===== src/rtl/dpll_pkg.sv =====
// Shared definitions for the FluxRipper DPLL NCO / phase detector.
// Margin-zone codes, zone thresholds and the lock state encoding.
package dpll_pkg;

  localparam logic [1:0] MZ_EARLY    = 2'b00;
  localparam logic [1:0] MZ_ONTIME   = 2'b01;
  localparam logic [1:0] MZ_LATE     = 2'b10;
  localparam logic [1:0] MZ_MARGINAL = 2'b11;

  localparam logic [15:0] MZ_NEAR_TH = 16'h2000;
  localparam logic [15:0] MZ_FAR_TH  = 16'h6000;

  typedef enum logic {
    LK_UNLOCKED = 1'b0,
    LK_LOCKED   = 1'b1
  } lock_state_e;

  // |err| saturates so that -0x8000 reads as 0x7FFF
  function automatic logic [1:0] zone_of(input logic [15:0] err);
    logic [15:0] mag;
    logic [1:0]  z;
    mag = err[15] ? (16'h0000 - err) : err;
    if (mag[15]) mag = 16'h7FFF;
    if (mag >= MZ_FAR_TH)     z = MZ_MARGINAL;
    else if (mag < MZ_NEAR_TH) z = MZ_ONTIME;
    else if (err[15])          z = MZ_EARLY;
    else                       z = MZ_LATE;
    return z;
  endfunction

endpackage


===== src/rtl/dpll_lock_detect.sv =====
// DPLL lock detector: counts consecutive on-time / off-time edges
// to enter and leave the locked state.
module dpll_lock_detect
  import dpll_pkg::*;
#(
  parameter int LOCK_COUNT   = 32,
  parameter int UNLOCK_COUNT = 8
) (
  input  logic       clk,
  input  logic       reset,
  input  logic [1:0] i_zone,
  input  logic       i_error_valid,
  input  logic       i_clear,
  output logic       o_locked
);

  localparam int LW = $clog2(LOCK_COUNT + 1);
  localparam int UW = $clog2(UNLOCK_COUNT + 1);
  localparam logic [LW-1:0] LMAX = LW'(LOCK_COUNT);
  localparam logic [UW-1:0] UMAX = UW'(UNLOCK_COUNT);

  lock_state_e   r_state;
  logic [LW-1:0] r_lock_cnt;
  logic [UW-1:0] r_unlock_cnt;
  logic          w_ontime;

  assign w_ontime = (i_zone == MZ_ONTIME);
  assign o_locked = (r_state == LK_LOCKED);

  always_ff @(posedge clk) begin
    if (reset || i_clear) begin
      r_state      <= LK_UNLOCKED;
      r_lock_cnt   <= '0;
      r_unlock_cnt <= '0;
    end else if (i_error_valid) begin
      case (r_state)
        LK_UNLOCKED: begin
          if (!w_ontime) begin
            r_lock_cnt <= '0;
          end else if (r_lock_cnt != LMAX) begin
            r_lock_cnt <= r_lock_cnt + LW'(1);
            if (r_lock_cnt == LMAX - LW'(1))
              r_state <= LK_LOCKED;
          end
        end
        LK_LOCKED: begin
          if (w_ontime) begin
            r_unlock_cnt <= '0;
          end else if (r_unlock_cnt == UMAX - UW'(1)) begin
            r_state      <= LK_UNLOCKED;
            r_lock_cnt   <= '0;
            r_unlock_cnt <= '0;
          end else begin
            r_unlock_cnt <= r_unlock_cnt + UW'(1);
          end
        end
        default: r_state <= LK_UNLOCKED;
      endcase
    end
  end

endmodule


===== src/rtl/dpll_nco_phase_detector.sv =====
// NCO + flux-edge phase detector closing the FluxRipper DPLL loop.
// Optional edge deglitch filter: define DPLL_EDGE_DEGLITCH_EN.
module dpll_nco_phase_detector
  import dpll_pkg::*;
#(
  parameter int PHASE_W      = 24,
  parameter int ADJ_SHIFT    = 2,
  parameter int LOCK_COUNT   = 32,
  parameter int UNLOCK_COUNT = 8
`ifdef DPLL_EDGE_DEGLITCH_EN
  ,
  parameter int DEGLITCH_CYCLES = 8
`endif
) (
  input  logic               clk,
  input  logic               reset,
  input  logic               enable,
  input  logic               flux_edge,
  input  logic [PHASE_W-1:0] nominal_inc,
  input  logic [15:0]        phase_adj,
  input  logic               phase_adj_valid,
  input  logic               rate_change,
  output logic [15:0]        phase_error,
  output logic               error_valid,
  output logic [1:0]         margin_zone,
  output logic               cell_strobe,
  output logic               data_bit,
  output logic               pll_locked
);

  localparam int XW = PHASE_W + 2;

  logic [PHASE_W-1:0] r_acc;
  logic [15:0]        r_adj;
  logic               r_edge_seen;
  logic [15:0]        r_err;
  logic               r_ev;
  logic [1:0]         r_zone;
  logic               r_cs;
  logic               r_db;

  logic signed [XW-1:0] w_nom;
  logic signed [XW-1:0] w_adj;
  logic signed [XW-1:0] w_sum;
  logic signed [XW-1:0] w_lo;
  logic signed [XW-1:0] w_hi;
  logic signed [XW-1:0] w_inc;
  logic [XW-1:0]        w_nxt;
  logic                 w_carry;
  logic                 w_cell_end;
  logic [15:0]          w_raw;
  logic [15:0]          w_err;
  logic                 w_gap_ok;
  logic                 w_edge;

  assign w_nom = $signed({2'b00, nominal_inc});
  assign w_adj = $signed({{(XW-16){r_adj[15]}}, r_adj}) >>> ADJ_SHIFT;
  assign w_sum = w_nom + w_adj;
  assign w_lo  = w_nom - (w_nom >>> 3);
  assign w_hi  = w_nom + (w_nom >>> 3);

  always_comb begin
    w_inc = w_sum;
    if (w_sum < w_lo)      w_inc = w_lo;
    else if (w_sum > w_hi) w_inc = w_hi;
  end

  // Wide add: any bit above PHASE_W is the cell-boundary carry
  assign w_nxt      = {2'b00, r_acc} + w_inc;
  assign w_carry    = |w_nxt[XW-1:PHASE_W];
  assign w_cell_end = enable & w_carry;

  assign w_raw = r_acc[PHASE_W-1 -: 16];
  assign w_err = {~w_raw[15], w_raw[14:0]};

`ifdef DPLL_EDGE_DEGLITCH_EN
  localparam int DW = $clog2(DEGLITCH_CYCLES + 1);
  localparam logic [DW-1:0] DMAX = DW'(DEGLITCH_CYCLES);

  logic [DW-1:0] r_since;

  assign w_gap_ok = (r_since >= DMAX);

  always_ff @(posedge clk) begin
    if (reset) begin
      r_since <= DMAX;
    end else if (enable) begin
      if (flux_edge && w_gap_ok) r_since <= DW'(1);
      else if (!w_gap_ok)        r_since <= r_since + DW'(1);
    end
  end
`else
  assign w_gap_ok = 1'b1;
`endif

  assign w_edge = enable & flux_edge & w_gap_ok & ~r_edge_seen;

  always_ff @(posedge clk) begin
    if (reset) begin
      r_acc       <= '0;
      r_adj       <= '0;
      r_edge_seen <= 1'b0;
      r_err       <= '0;
      r_ev        <= 1'b0;
      r_zone      <= '0;
      r_cs        <= 1'b0;
      r_db        <= 1'b0;
    end else begin
      if (rate_change)          r_adj <= '0;
      else if (phase_adj_valid) r_adj <= phase_adj;
      r_ev <= w_edge;
      r_cs <= w_cell_end;
      r_db <= w_cell_end & (r_edge_seen | w_edge);
      if (w_edge) begin
        r_err  <= w_err;
        r_zone <= zone_of(w_err);
      end
      if (enable) begin
        r_acc <= w_nxt[PHASE_W-1:0];
        if (w_cell_end)  r_edge_seen <= 1'b0;
        else if (w_edge) r_edge_seen <= 1'b1;
      end
    end
  end

  assign phase_error = r_err;
  assign error_valid = r_ev;
  assign margin_zone = r_zone;
  assign cell_strobe = r_cs;
  assign data_bit    = r_db;

  dpll_lock_detect #(
    .LOCK_COUNT   (LOCK_COUNT),
    .UNLOCK_COUNT (UNLOCK_COUNT)
  ) u_lock (
    .clk           (clk),
    .reset         (reset),
    .i_zone        (r_zone),
    .i_error_valid (r_ev),
    .i_clear       (rate_change),
    .o_locked      (pll_locked)
  );

endmodule


===== config.mk =====
export PLATFORM = sky130hd
export DESIGN_NAME = dpll_nco_phase_detector
export DESIGN_NICKNAME = d
export VERILOG_FILES = /design/src/rtl/dpll_pkg.sv /design/src/rtl/dpll_lock_detect.sv /design/src/rtl/dpll_nco_phase_detector.sv
export SDC_FILE = /design/constraint.sdc
export NUM_CORES = 1
export LEC_CHECK = 0
export ABC_AREA = 1
export ABC_CLOCK_PERIOD_IN_PS = 5900
export CAP_MARGIN = 25
export CELL_PAD_IN_SITES_DETAIL_PLACEMENT = 0
export CELL_PAD_IN_SITES_GLOBAL_PLACEMENT = 1
export CORE_ASPECT_RATIO = 1.2
export CORE_MARGIN = 2
export CORE_UTILIZATION = 39
export DETAILED_ROUTE_END_ITERATION = 16
export GPL_TIMING_DRIVEN = 0
export PLACE_DENSITY_LB_ADDON = 0.1
export SLEW_MARGIN = 15
export SYNTH_ARGS = -nofsm -noshare
export SYNTH_HDL_FRONTEND = slang
export SYNTH_SLANG_ARGS = --single-unit

===== constraint.sdc =====
create_clock -name clk -period 5.9 [get_ports clk]
set_input_delay 0.59 -clock clk [delete_from_list [all_inputs] [get_ports clk]]
set_output_delay 0.59 -clock clk [all_outputs]
set_load 0.01 [all_outputs]

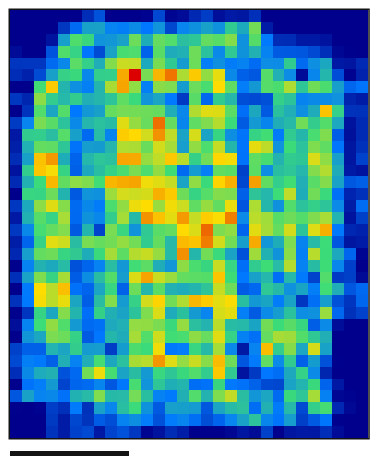
(run_1/metal_density.png)
Bar = 50 um. 30 x 36 tiles, from dark blue (low) to red (high), scaled to the fullest tile. Values are wire area over tile area, all layers added.
fullest tile	0.54
densest ninth of the die	middle
tiles over half the peak	31%
overall routing resource usage: 25.3%
vias: 10846
routed length per instance: 15.7 um

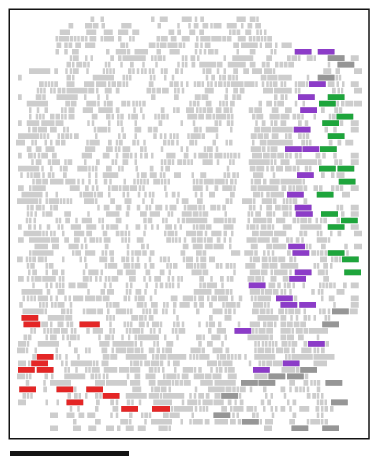
(run_1/flops_by_reg.png)
Bar = 50 um. Other sequential cells in the stronger gray, the rest of the logic in the fainter gray.
netlist name	color	placed flops
r_adj	red	14
r_acc	purple	24
phase_error	green	16
not colored	17
Seq/total area: 10.8%
Seq. pwr: 0.631 mW
Seq. cell area: 0.00143 mm2
Final Util: 52.2%

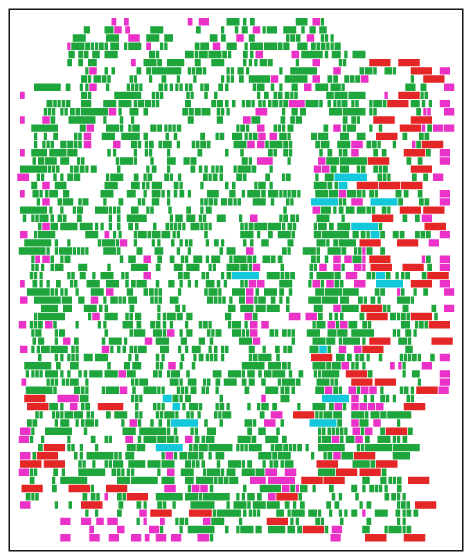
(run_1/placement_by_type.png)
class	color	cells
combinational and other logic	green	1533
other buffers and delay cells	magenta	210
clock drivers and dummy loads	cyan	16
flops	red	71
post-route cell area: 0.0132 mm2
Core Area: 0.0253 mm2
Core Rows: 64

-- run 1: power by group through the flow --
stage | logic, mW | registers, mW | clock network [mW]
global placement | 2.03 | 0.634 | 0
floorplan | 1.52 | 0.616 | 0
CTS | 2.65 | 0.629 | 0.604
global route | 3.20 | 0.638 | 0.624
finish | 2.89 | 0.631 | 0.592
detailed placement | 2.05 | 0.636 | 0
-- run 1: final cells by class --
cell class	instances	area (um2)	share of cell area, %
Buffer	41	294	2.23
Clock buffer	9	225	1.71
Clock inverter	7	80.1	0.606
Inverter	281	1070	8.09
Multi-Input combinational cell	1252	8310	62.9
Sequential cell	71	1430	10.8
Tap cell	330	413	3.13
Timing Repair Buffer	169	1390	10.5
-- run 1: metal layers --
layer / global-route usage (%) / part of all wire, % / vias to the layer above / routed length [um]
met5: 0 / 0 / - / 0
met4: 9.79 / 4.1 / 0 / 1390
met3: 2.21 / 2.7 / 65 / 904
met2: 48.4 / 51 / 193 / 17300
met1: 28.7 / 42 / 4908 / 14300
li1: - / - / 5680 / -
-- run 1: through the flow --
step                power [mW]  area [um2]  utilization (%)
finish                    4.11       13200             52.2
global route              4.46       13200             52.2
CTS                       3.88       12800             50.4
detailed placement        2.69       11100             43.9
global placement          2.66       11100             43.9
floorplan                 2.14       10000                -
-- run 1: kinds of logic after synthesis --
logic type,Yosys count,synth area share (%)
adder cells (fa/ha/maj),142,18.1
flip-flops,71,14.2
AND/OR/NAND/NOR,715,30.6
AND-OR/OR-AND,318,17.6
multiplexers,1,0.100
buffers and inverters,322,12.8
XOR/XNOR,76,6.66
-- run 1: what timing repair did --
item	in CTS	in global routing
hold buffers	0	0
endpoints found under the setup margin	26	22
hold endpoints to repair	0	0
gates resized	235	111
buffers inserted	75	31
pin swaps	60	61
-- run 1: worst paths after layout --
path                                startpoint  slack [ns]  depth (start not counted)        end
worst min register to register       r_adj[11]        0.48                          2  r_adj[11]
worst max register to register        r_adj[2]       -0.31                         42  r_acc[22]
worst max-delay path            nominal_inc[3]       -0.32                         45  r_acc[22]
worst min-delay path                 r_adj[11]        0.48                          2  r_adj[11]
-- run 1: cells in the mapped netlist (all sizes together) (4+ instances only) --
cell type	instances
nor3	18
o211ai	18
nand3	69
fa	4
o21ai	108
a21oi	150
a31oi	8
xor2	54
a211oi	7
clkbuf	17
o21bai	11
buf	24
dfxtp	71
nor4	7
nand4	32
nand2	455
ha	138
inv	279
xnor2	22
nor2	127
-- run 1: cell usage in the layout (no fill, tap or decap), types with 13 or more instances in the layout --
master             n
xnor2_1           18
nand2_1          426
nand2_2           25
inv_2             15
o211ai_1          18
nand3_1           54
ha_4              28
buf_4            107
xor2_1            49
clkbuf_1          16
ha_1             109
nand3_2           15
nor3_1            13
dfxtp_1           69
buf_6             14
nor2_2            25
o21ai_0           56
a21oi_2           30
a21oi_1          116
nor2_1            99
nand4_1           31
clkdlybuf4s50_1   41
o21ai_1           36
inv_1            260
-- run 1: critical path, delay by kind of cell --
family	cells	cell delay, ns
AND/OR/NAND/NOR	18	1.54
AND-OR/OR-AND	17	2.33
XOR/XNOR	1	0.20
adder cells (fa/ha/maj)	4	1.26
buffers and inverters	5	0.60
==> impl_metrics.yaml, run 1 <==
# flow metrics
run_status:
  outcome: "finished with violations"
  violations: "setup timing"
placed_design:
  dp.cells: 2040
  place.gp.congestion: 0.908
  pre_cts_slack_ns: -2.54
  dp_hpwl_um: 27500
  numPortBuffers: 65
synth:
  synth_top_area_share_pct: 17.3
  ys_area_mm2: 0.00999
  syn_area_per_cell_um2: 6.07
  yosysTopAreaCell: "ha_1"
  yosys.cell_types.count: 51
  yosys-top-cells-area: "ha_1 (17%), nand2_1 (16%), dfxtp_1 (14%)"
  ys_warn_count: 0
  synth_seq_share_pct: 14.2
  syn_area_mm2: 0.00999
  yosys_cells: 1645
  edf_count: 0
  ys_async_sr_fraction_pct: 0
  flop_cell: "dfxtp_1"
  synth_flops: 71
finish:
  fillCellCount: 2665
  antennaDiodeCount: 0
  fin_cells: 2160
  drive_above_1_share_pct: 20.7
  largest_register_ffs: 24
  largest_register: "r_acc"
  syn_to_final_growth_pct: 32.2
  num-nets-final: 2013
final_timing:
  slew_violations: 0
  tightestPinTransition_ns: 0.621
  fin_tns_setup_ns: -2.08
  rsz0062_at_grt: "yes"
  period_needed_ns: 6.22
  maxSlewHeadroom_pct: 58.4
  setup_viol_count_final: 13
  hold_ws_ns: 0.481
  hold_violations: 0
  min_period_over_period_pct: 105
  fmax_mhz: 161
  clock_skew_ns: 0.0170
  fin_ws_ns: -0.315
power:
  pwr-share-clk_pct: 14.4
  internal_power_mw: 2.17
  p_comb_share_pct: 70.3
  netSwitchingPower_mw: 1.95
  p_leak_nw: 6.60
  p_seq_share_pct: 15.3
  ir_worst_vdd_mv: 0.155
  swShare_pct: 47.3
  power_density_mw_per_mm2: 312
setup_path:
  crit_path_max_incr_delay_ns: 0.42
  worstSetupEndpointType: "register"
  crit_required_ns: 6.19
  crit_fanout: 6
  path_class: "in2reg"
  crit_arrival_ns: 6.51
  cpMostUsedCell: "nand2_1"
  crit_slowest_cell: "fa_2"
routing:
  drc: 0
  drtAntennaViolNets: 0
  drt-total-wl_um: 33900
  initialDrtViolationCount: 424
  routed_via_density: 5.02
  first_pass_iters: 5
die:
  die_area_mm2: 0.0269
  die_y_um: 179
  fp-utilization_pct: 39.5
  die_w_um: 150
global_route:
  antenna_found_initial: 0
  grt_max_degree: 16
  grt_overflow: 0
  grt_pass1_vias: 10682
  grt_pass1_wl_um: 52700
cts:
  clock-sinks: 71
  clk_path_buf_depth: 2
  cts.clk_slew.worst_paths_ns: 0.08
  tritoncts: "built"
  root_buffer: "clkbuf_16"
  cts_buffers: 9
  clock_latency_ns: 0.36
job:
  warning_count: 54
  cap_viol_max_count: 0
hold_path:
  min_path_type: "reg2reg"
==> run 2: changes to the inputs <==
- CORE_MARGIN: 2 -> default
- HOLD_SLACK_MARGIN: default -> 0.12
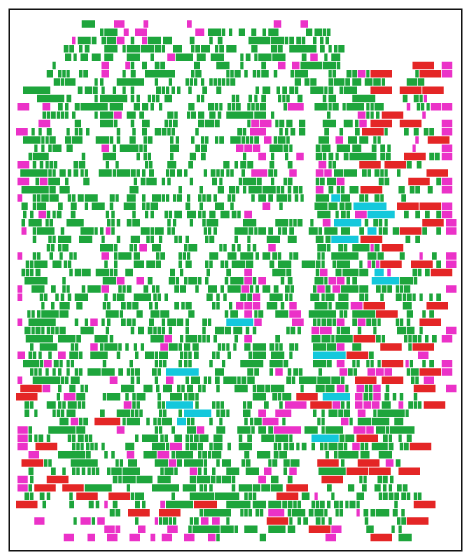
(run_2/placement_by_type.png)
class	color	cells
clock drivers and dummy loads	cyan	16
combinational and other logic	green	1533
other buffers and delay cells	magenta	208
flops	red	71
post-route cell area: 0.0132 mm2
Seq/total area: 10.8%
Core Area: 0.0249 mm2
Final Util: 52.9%

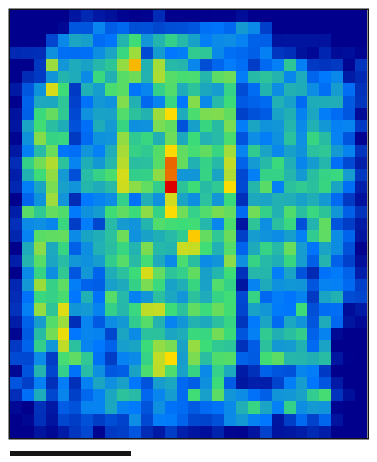
(run_2/metal_density.png)
Bar = 50 um. 30 x 35 tiles, from dark blue (low) to red (high), scaled to the fullest tile. Values are wire area over tile area, all layers added.
overall routing resource usage: 26.2%
routed length per instance: 15.5 um
total wire length: 33300 um
vias: 10908

==> run 2 against run 1 <==
  * The flow still finishes with violations (setup timing)
  * Via count increased by 0.57%
  * Critical path depth is 8 lower
  * Flip-flop count is the same
  * Clock skew hardly changed
  * Maximum frequency grew 0.98%
  * Combinational power about the same
  * Area after synthesis is the same
  * Power increased by 1.7%
  * Largest cell class unchanged
==> impl_metrics.yaml, run 2 <==
# flow metrics
placed_design:
  dp_hpwl_um: 27200
  place.gp.congestion: 0.908
  placed_area_mm2: 0.0111
  numPortBuffers: 65
synth:
  flop_cell: "dfxtp_1"
  common_cells: "nand2_1 (438), inv_1 (269), a21oi_1 (148)"
  syn_area_mm2: 0.00999
  synth_top_area_share_pct: 17.3
  yosys-top-cells-area: "ha_1 (17%), nand2_1 (16%), dfxtp_1 (14%)"
  edf_count: 0
  ys_warn_count: 0
  syn_area_per_cell_um2: 6.07
  synth_flops: 71
  yosysTopAreaCell: "ha_1"
  yosys.cell_types.count: 51
  top_cell: "nand2_1"
setup_path:
  rr_worst_depth: 37
  path_delay_family: "AND-OR/OR-AND gates"
  crit_slowest_cell: "nor4_4"
  r2r-start: "r_adj[2]"
  worstSetupEndpointType: "register"
  crit_arrival_ns: 6.39
  path_class: "reg2reg"
  cpMostUsedCell: "a21oi_2"
  crit_required_ns: 6.13
  crit_path_max_incr_delay_ns: 0.41
cts:
  clk_path_buf_depth: 2
  cts.clk_slew.worst_paths_ns: 0.07
  clock_latency_ns: 0.35
  cts_buffers: 9
  clock-sinks: 71
  root_buffer: "clkbuf_16"
  tritoncts: "built"
global_route:
  grt_pass1_vias: 10834
  antenna_found_initial: 0
  grt_pass1_wl_um: 53500
  grt_max_degree: 15
routing:
  first_pass_iters: 5
  drtAntennaViolNets: 0
  initialDrtViolationCount: 480
  drc: 0
final_timing:
  fmax_mhz: 162
  maxSlewHeadroom_pct: 58.6
  min_period_over_period_pct: 104
  slew_violations: 0
  period_needed_ns: 6.16
  fin_ws_ns: -0.255
  hold_violations: 0
  setup_viol_count_final: 13
  tightestPinTransition_ns: 0.614
  fin_tns_setup_ns: -1.63
power:
  power_density_mw_per_mm2: 318
  ir_worst_vdd_mv: 0.151
finish:
  fillCellCount: 2642
  antennaDiodeCount: 0
  layout_top_cell: "nand2_1"
  syn_to_final_growth_pct: 31.8
  num-nets-final: 2011
  layout_top_cells: "nand2_1 (429), inv_1 (261), a21oi_1 (119)"
run_status:
  outcome: "finished with violations"
  violations: "setup timing"
hold_path:
  hold_path_depth: 2
  min_path_type: "reg2reg"
  hold_end: "r_adj[11]"
  worstHoldStart: "r_adj[11]"
die:
  die_area_mm2: 0.0263
  die_w_um: 148
  fp-utilization_pct: 40.1
  rows: 63
[run 2: timing repair]
action                     4_1_cts  5_1_grt
gates resized                  268       49
pin swaps                       82       29
setup endpoints to repair       26       21
hold buffers                     0        0
buffers inserted                79       23
[run 2: through the flow]
stage                     power (mW)  std cells  hold slack [ns]
after global routing            4.54       2153            0.505
after global placement          2.66       2035            0.455
after floorplan                 2.14       1645            0.444
after CTS                       3.93       2130            0.475
final                           4.18       2153            0.479
after detailed placement        2.68       2035            0.460
[run 2: where the power goes]
part / switching (mW) / total [mW] / internal, mW
combinational: 1.60 / 2.89 / 1.29
clock: 0.247 / 0.667 / 0.420
sequential: 0.0744 / 0.630 / 0.556
total: 1.92 / 4.18 / 2.26
[run 2: worst max path at each step]
stage | to | depth (start not counted) | startpoint
CTS | r_acc[22] | 43 | r_adj[2]
floorplan | r_acc[22] | 41 | nominal_inc[0]
finish | r_acc[22] | 37 | r_adj[2]
global placement | r_acc[22] | 37 | nominal_inc[1]
global route | r_acc[18] | 43 | r_adj[2]
detailed placement | r_acc[22] | 37 | nominal_inc[1]
[run 2: per-layer routing]
metal | GRT usage, % | part of all wire (%) | up-vias
met2 | 49.3 | 51 | 192
met4 | 11.9 | 4.4 | 0
met3 | 2.42 | 2.5 | 71
met5 | 0 | 0 | -
met1 | 29.4 | 42 | 4959
li1 | - | - | 5686
[run 2: cell type report]
class                      instances  area (um2)  share of cell area [%]
buffer                            41         308                    2.34
clock buffer                       9         225                    1.71
clock inverter                     7         125                   0.950
inverter                         281        1070                    8.15
multi-input combinational       1252        8210                    62.3
sequential                        71        1430                    10.8
tap                              325         407                    3.09
timing repair buffer             167        1390                    10.6
[run 2: kinds of logic (layout without fill, tap and decap cells)]
group / count (synthesis) / in the layout / share of synthesized area, %
simple gates: 715 / 715 / 30.6
compound gates: 318 / 318 / 17.6
xor+xnor: 76 / 76 / 6.66
buf+inv: 322 / 505 / 12.8
mux: 1 / 1 / 0.100
fa+ha+maj: 142 / 142 / 18.1
flops: 71 / 71 / 14.2
[run 2: tightest hold or removal path: stages, from the launching register on]
cell and delay, ns:
dfxtp_1 0.32, nand2_1 0.06, a21oi_1 0.05
Power and IR drop assume default switching activity.
